File: config.mk
export PLATFORM = sky130hd
export DESIGN_NAME = mux2to1_arbiter
export DESIGN_NICKNAME = d
export VERILOG_FILES = /design/src/rtl/mux2to1_arbiter.sv
export SDC_FILE = /design/constraint.sdc
export NUM_CORES = 1
export LEC_CHECK = 0
export CAP_MARGIN = 20
export CORE_AREA = 3 3 56 58
export DETAILED_ROUTE_END_ITERATION = 8
export DIE_AREA = 0 0 59 61
export PLACE_DENSITY = 0.71
export SKIP_LAST_GASP = 1
export SYNTH_ARGS = -nofsm -noshare
export SYNTH_HDL_FRONTEND = slang
export SYNTH_SLANG_ARGS = --single-unit
export TNS_END_PERCENT = 1
File: constraint.sdc
create_clock -name clk -period 3.1 [get_ports clk]
set_input_delay 0.62 -clock clk [delete_from_list [all_inputs] [get_ports clk]]
set_output_delay 0.62 -clock clk [all_outputs]
set_load 0.1 [all_outputs]
File: src/rtl/mux2to1_arbiter.sv
// mux2to1_arbiter
//   Round-robin arbiter that shares one 2:1 mux path between two requesters
//   and captures the selected word into a one-entry registered output stage.
//   A requester keeps the grant for up to MAX_BURST accepted beats. It can also
//   drop the grant early by lowering req. Ownership then passes to the other
//   requester if it is waiting.
//
// Ports
//   clk        system clock, rising edge
//   resetn     synchronous active-low reset
//   req[1:0]   req[i] high: requester i presents a valid word on wi
//   w0, w1     requester data words
//   out_ready  downstream accepts f this cycle
//   gnt[1:0]   one-hot grant, 2'b00 when idle (this is also the FSM state)
//   ack[1:0]   ack[i] high: word on wi is taken at this edge (combinational)
//   s          mux select, 0 = w0, 1 = w1
//   f          registered output word
//   f_valid    f holds an undelivered word
//   burst_cnt  beats accepted in the current grant
//
// Handshakes
//   Upstream: a beat from requester i transfers on an edge where req[i] and
//   ack[i] are both high. Downstream: f transfers on an edge where f_valid and
//   out_ready are both high. Once valid is raised, it stays high and the data
//   stays stable until the transfer.

module mux2to1_arbiter #(
  parameter int WIDTH     = 8,
  parameter int MAX_BURST = 4
) (
  input  logic             clk,
  input  logic             resetn,
  input  logic [1:0]       req,
  input  logic [WIDTH-1:0] w0,
  input  logic [WIDTH-1:0] w1,
  input  logic             out_ready,
  output logic [1:0]       gnt,
  output logic [1:0]       ack,
  output logic             s,
  output logic [WIDTH-1:0] f,
  output logic             f_valid,
  output logic [3:0]       burst_cnt
);

  localparam logic [3:0] MAX_CNT = 4'(MAX_BURST);

  // The state codes are the grant vector, so gnt exposes the FSM state directly.
  typedef enum logic [1:0] {
    IDLE   = 2'b00,
    GRANT0 = 2'b01,
    GRANT1 = 2'b10
  } state_e;

  state_e           state_q, state_d;
  logic             s_q;
  logic [WIDTH-1:0] f_q;
  logic             f_valid_q;
  logic [3:0]       burst_cnt_q;
  logic             last_served_q;

  logic             space;
  logic             room;
  logic             release_grant;

  // The output stage can take a word if it is empty or is draining this edge.
  // A grant that has reached MAX_BURST spends one cycle releasing. No beat is
  // accepted in that cycle, which produces the bubble between bursts.
  always_comb begin
    space = !f_valid_q | out_ready;
    room  = (burst_cnt_q != MAX_CNT);
    ack   = 2'b00;
    if (resetn && space && room) begin
      ack = state_q & req;
    end
  end

  always_comb begin
    release_grant = 1'b0;
    state_d       = state_q;
    case (state_q)
      IDLE: begin
        case (req)
          2'b01:   state_d = GRANT0;
          2'b10:   state_d = GRANT1;
          // Both requesting: the one not served last wins.
          2'b11:   state_d = last_served_q ? GRANT0 : GRANT1;
          default: state_d = IDLE;
        endcase
      end
      GRANT0: begin
        release_grant = (burst_cnt_q == MAX_CNT) || !req[0];
        if (release_grant) begin
          if (req[1])      state_d = GRANT1;
          else if (req[0]) state_d = GRANT0;
          else             state_d = IDLE;
        end
      end
      GRANT1: begin
        release_grant = (burst_cnt_q == MAX_CNT) || !req[1];
        if (release_grant) begin
          if (req[0])      state_d = GRANT0;
          else if (req[1]) state_d = GRANT1;
          else             state_d = IDLE;
        end
      end
      default: state_d = IDLE;
    endcase
  end

  always_ff @(posedge clk) begin
    if (!resetn) begin
      state_q       <= IDLE;
      s_q           <= 1'b0;
      f_q           <= '0;
      f_valid_q     <= 1'b0;
      burst_cnt_q   <= 4'd0;
      last_served_q <= 1'b1;
    end else begin
      state_q <= state_d;

      // The select follows the owner and holds its value through IDLE.
      if (state_d == GRANT1)      s_q <= 1'b1;
      else if (state_d == GRANT0) s_q <= 1'b0;

      // Release and accept are never in the same cycle. Release happens only
      // when the burst is full or the owner's req is low. Neither case allows
      // an ack.
      if (release_grant) begin
        last_served_q <= (state_q == GRANT1);
        burst_cnt_q   <= 4'd0;
      end else if (|ack) begin
        burst_cnt_q <= burst_cnt_q + 4'd1;
      end

      if (|ack) begin
        f_q       <= s_q ? w1 : w0;
        f_valid_q <= 1'b1;
      end else if (out_ready) begin
        f_valid_q <= 1'b0;
      end
    end
  end

  assign gnt       = state_q;
  assign s         = s_q;
  assign f         = f_q;
  assign f_valid   = f_valid_q;
  assign burst_cnt = burst_cnt_q;

endmodule
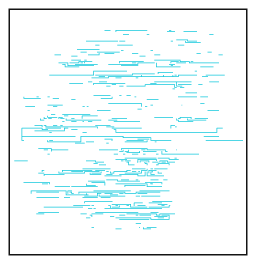
**Above:** met1 routing.
Scale: 4 px per um.
The longest straight run is 25.3 um. The layer holds 44% of the routed length. The layer carries 1,080 um of wire. The wires run mostly horizontal.
Total Wirelength: 2460 um
Vias: 951

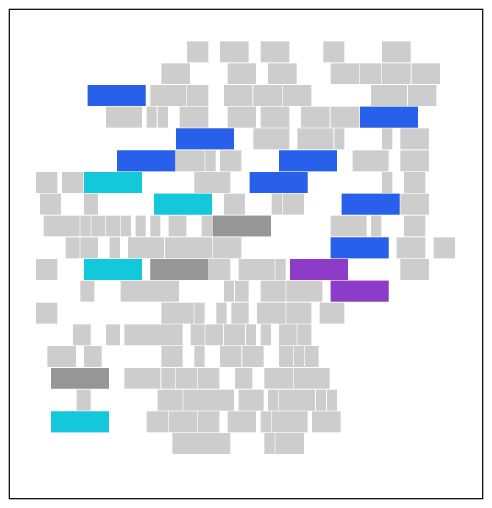
**Above:** where the registers sit.
Scale: 8 px per um. Other sequential cells in the stronger grey, the rest of the logic in the fainter grey.
Key: cyan = burst_cnt [placed flops 4, where left middle]; blue = f [placed flops 8]; purple = gnt [placed flops 2]
Another 3 sequential cells are not coloured.
Reg area: 340 sq um
final core utilization: 0.533
Seq/total area: 0.235
Seq power: 0.243 mW

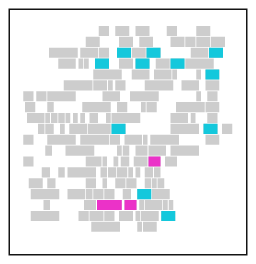
**Above:** selected gate families.
Scale: 4 px per um.
Key: cyan = multiplexers [cells 11]; magenta = AND-OR and OR-AND gates [cells 3]
Finished Layout Cells: 179
most numerous logic cell after layout: clkdlybuf4s50_1
Comb area share: 0.448

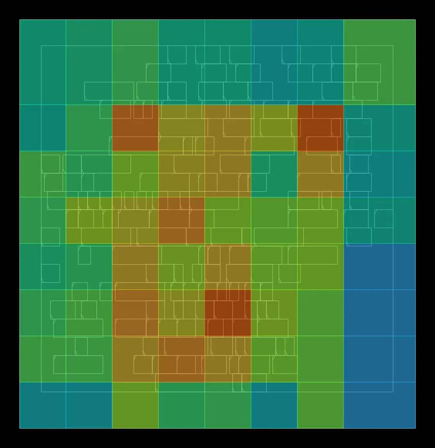
**Above:** track usage over the die.
global routing's busiest layer: met2
GR Util met2: 0.244

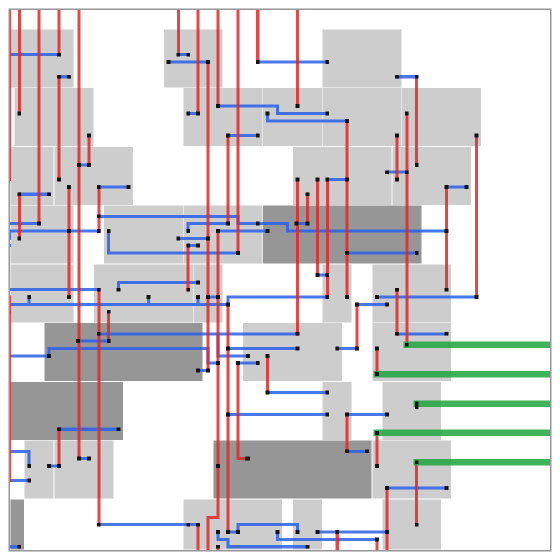
**Above:** layout detail.
Region (32, 33) to (57, 58) um. Cells in grey, sequential cells in the stronger grey; small squares are vias.
Key: green = met3; blue = met1; red = met2
Most frequent: clkdlybuf4s50_1 (10). Netlist names of flops here include f (4). Sequential cells in the window: 4. 34 logic cells have their middle in the window.

==> notes.md <==
yosys + openroad results -> status=completed, DR WL met2=roughly 1200 um, Max-slew headroom=0.643, count of final hold-check violations=0, die width=59 um, CTS sink cnt=17, Hold Path Class=flip-flop to flip-flop, CTS Hold Bufs=0, CTS tree=done, # DRC=0, H-tree levels=1, type of the worst setup path=input pin to primary output, area leader, netlist=dfxtp_1, CP required=between 2 and 2.5 ns, Unique cell types=33, global-route wire length before repair=3900 um, Post-Syn Area=1070 sq um, Init Core Util=0.393, CP arrival=1.91 ns, post-route ant nets=0, Die Span Y=61 um, initial antenna violation count=0, Clock Tree Buf Depth=2, ys cells=111, WL met1=1080 um, nets=about 180, top post-synthesis cells by area=dfxtp_1, mux2i_1, a211oi_2, synthesis-to-layout area growth=35.6%, Top Layout Cells=clkdlybuf4s50_1, dfxtp_1, buf_4, post-CTS sizing=0, GP Congestion=0.877, register share after synthesis=0.319, mean number of vias per cell=5.31, vias in the first global route=871, HPWL reported at the end of detailed placement=1880 um, R2R depth=9, # IOs=39, Core Area=2710 sq um, largest net degree at the start of global routing=19, die area=3600 sq um, Fill cells=265, worst-skew pair later-pin latency=0.30 ns, Max-Cap Viols=0, clock period minus worst slack=2.53 ns
## sequential cells by signal, indices dropped and copies added, names as in the netlist
register       count
f_valid            1
last_served_q      1
f                  8
s                  1
burst_cnt          4
gnt                2
## power by group
group          switching, mW  total [mW]  internal [mW]
combinational          0.131       0.202         0.0715
sequential            0.0137       0.243          0.229
clock                 0.0745       0.123         0.0481
total                  0.219       0.568          0.349
## path summary, 6_finish.rpt
path,from,to,slack (ns)
worst max-delay path,req[1],ack[1],0.57
worst min register to register,burst_cnt[1]$_SDFFE_PP0P_,burst_cnt[1]$_SDFFE_PP0P_,0.53
worst max register to register,burst_cnt[0]$_SDFFE_PP0P_,s$_SDFFE_PN0P_,0.82
worst min-delay path,burst_cnt[1]$_SDFFE_PP0P_,burst_cnt[1]$_SDFFE_PP0P_,0.53
## per-stage QoR
stage / instance area, sq um / setup slack [ns] / std cells / hold slack (ns) / TNS [ns]
after floorplan: 1070 / -0.0428 / 111 / 0.467 / -0.0428
after global placement: 1420 / 0.478 / 175 / 0.494 / 0
after detailed placement: 1420 / 0.437 / 175 / 0.514 / 0
after CTS: 1450 / 0.593 / 179 / 0.532 / 0
after global routing: 1450 / 0.486 / 179 / 0.563 / 0
final: 1450 / 0.569 / 179 / 0.527 / 0
## layout make-up
| cell class | count | area [sq um] | share of cell area |
|---|---|---|---|
| clock buffers | 3 | 22.5 | 0.0156 |
| clock inverters | 1 | 5.00 | 0.00346 |
| inverters | 8 | 30.0 | 0.0208 |
| multi-input cells | 81 | 648 | 0.448 |
| flip-flops and latches | 17 | 340 | 0.235 |
| well taps | 31 | 38.8 | 0.0268 |
| repair buffers | 38 | 360 | 0.249 |
## metal layers
metal  vias up  track usage
met3         4       0.0277
met4         0       0.0680
met5         -            0
met1       454        0.170
met2        18        0.244
li1        475            -
## logic make-up (layout without fill, tap and decap cells)
logic type / count (synthesis) / count (layout) / synth area share
simple gates: 36 / 36 / 0.187
compound gates: 26 / 26 / 0.218
flops: 17 / 17 / 0.319
buf+inv: 13 / 50 / 0.0751
mux: 11 / 11 / 0.103
fa+ha+maj: 7 / 7 / 0.0822
xor+xnor: 1 / 1 / 0.0153
## worst max-delay path: cells and delay by family
family,cells,cell delay [ns]
and+or+nand+nor,2,0.50
buffers and inverters,2,0.78
## Yosys cell counts (all sizes together)
cell type / instances
nand2b: 1
nand2: 9
o21ai: 2
nand4: 1
dfxtp: 17
a311oi: 1
a31oi: 1
buf: 3
and4: 2
or2b: 2
a211o: 1
and2: 1
nor2: 12
o211ai: 2
mux2i: 11
ha: 7
or3: 2
a21boi: 1
a222oi: 1
nand3b: 1
a31o: 1
o22ai: 1
a21oi: 5
clkbuf: 2
o32ai: 1
inv: 8
nand3: 5
xnor2: 1
a211oi: 8
a22o: 1
No activity file was given, so power comes from the tool's default toggle rates.
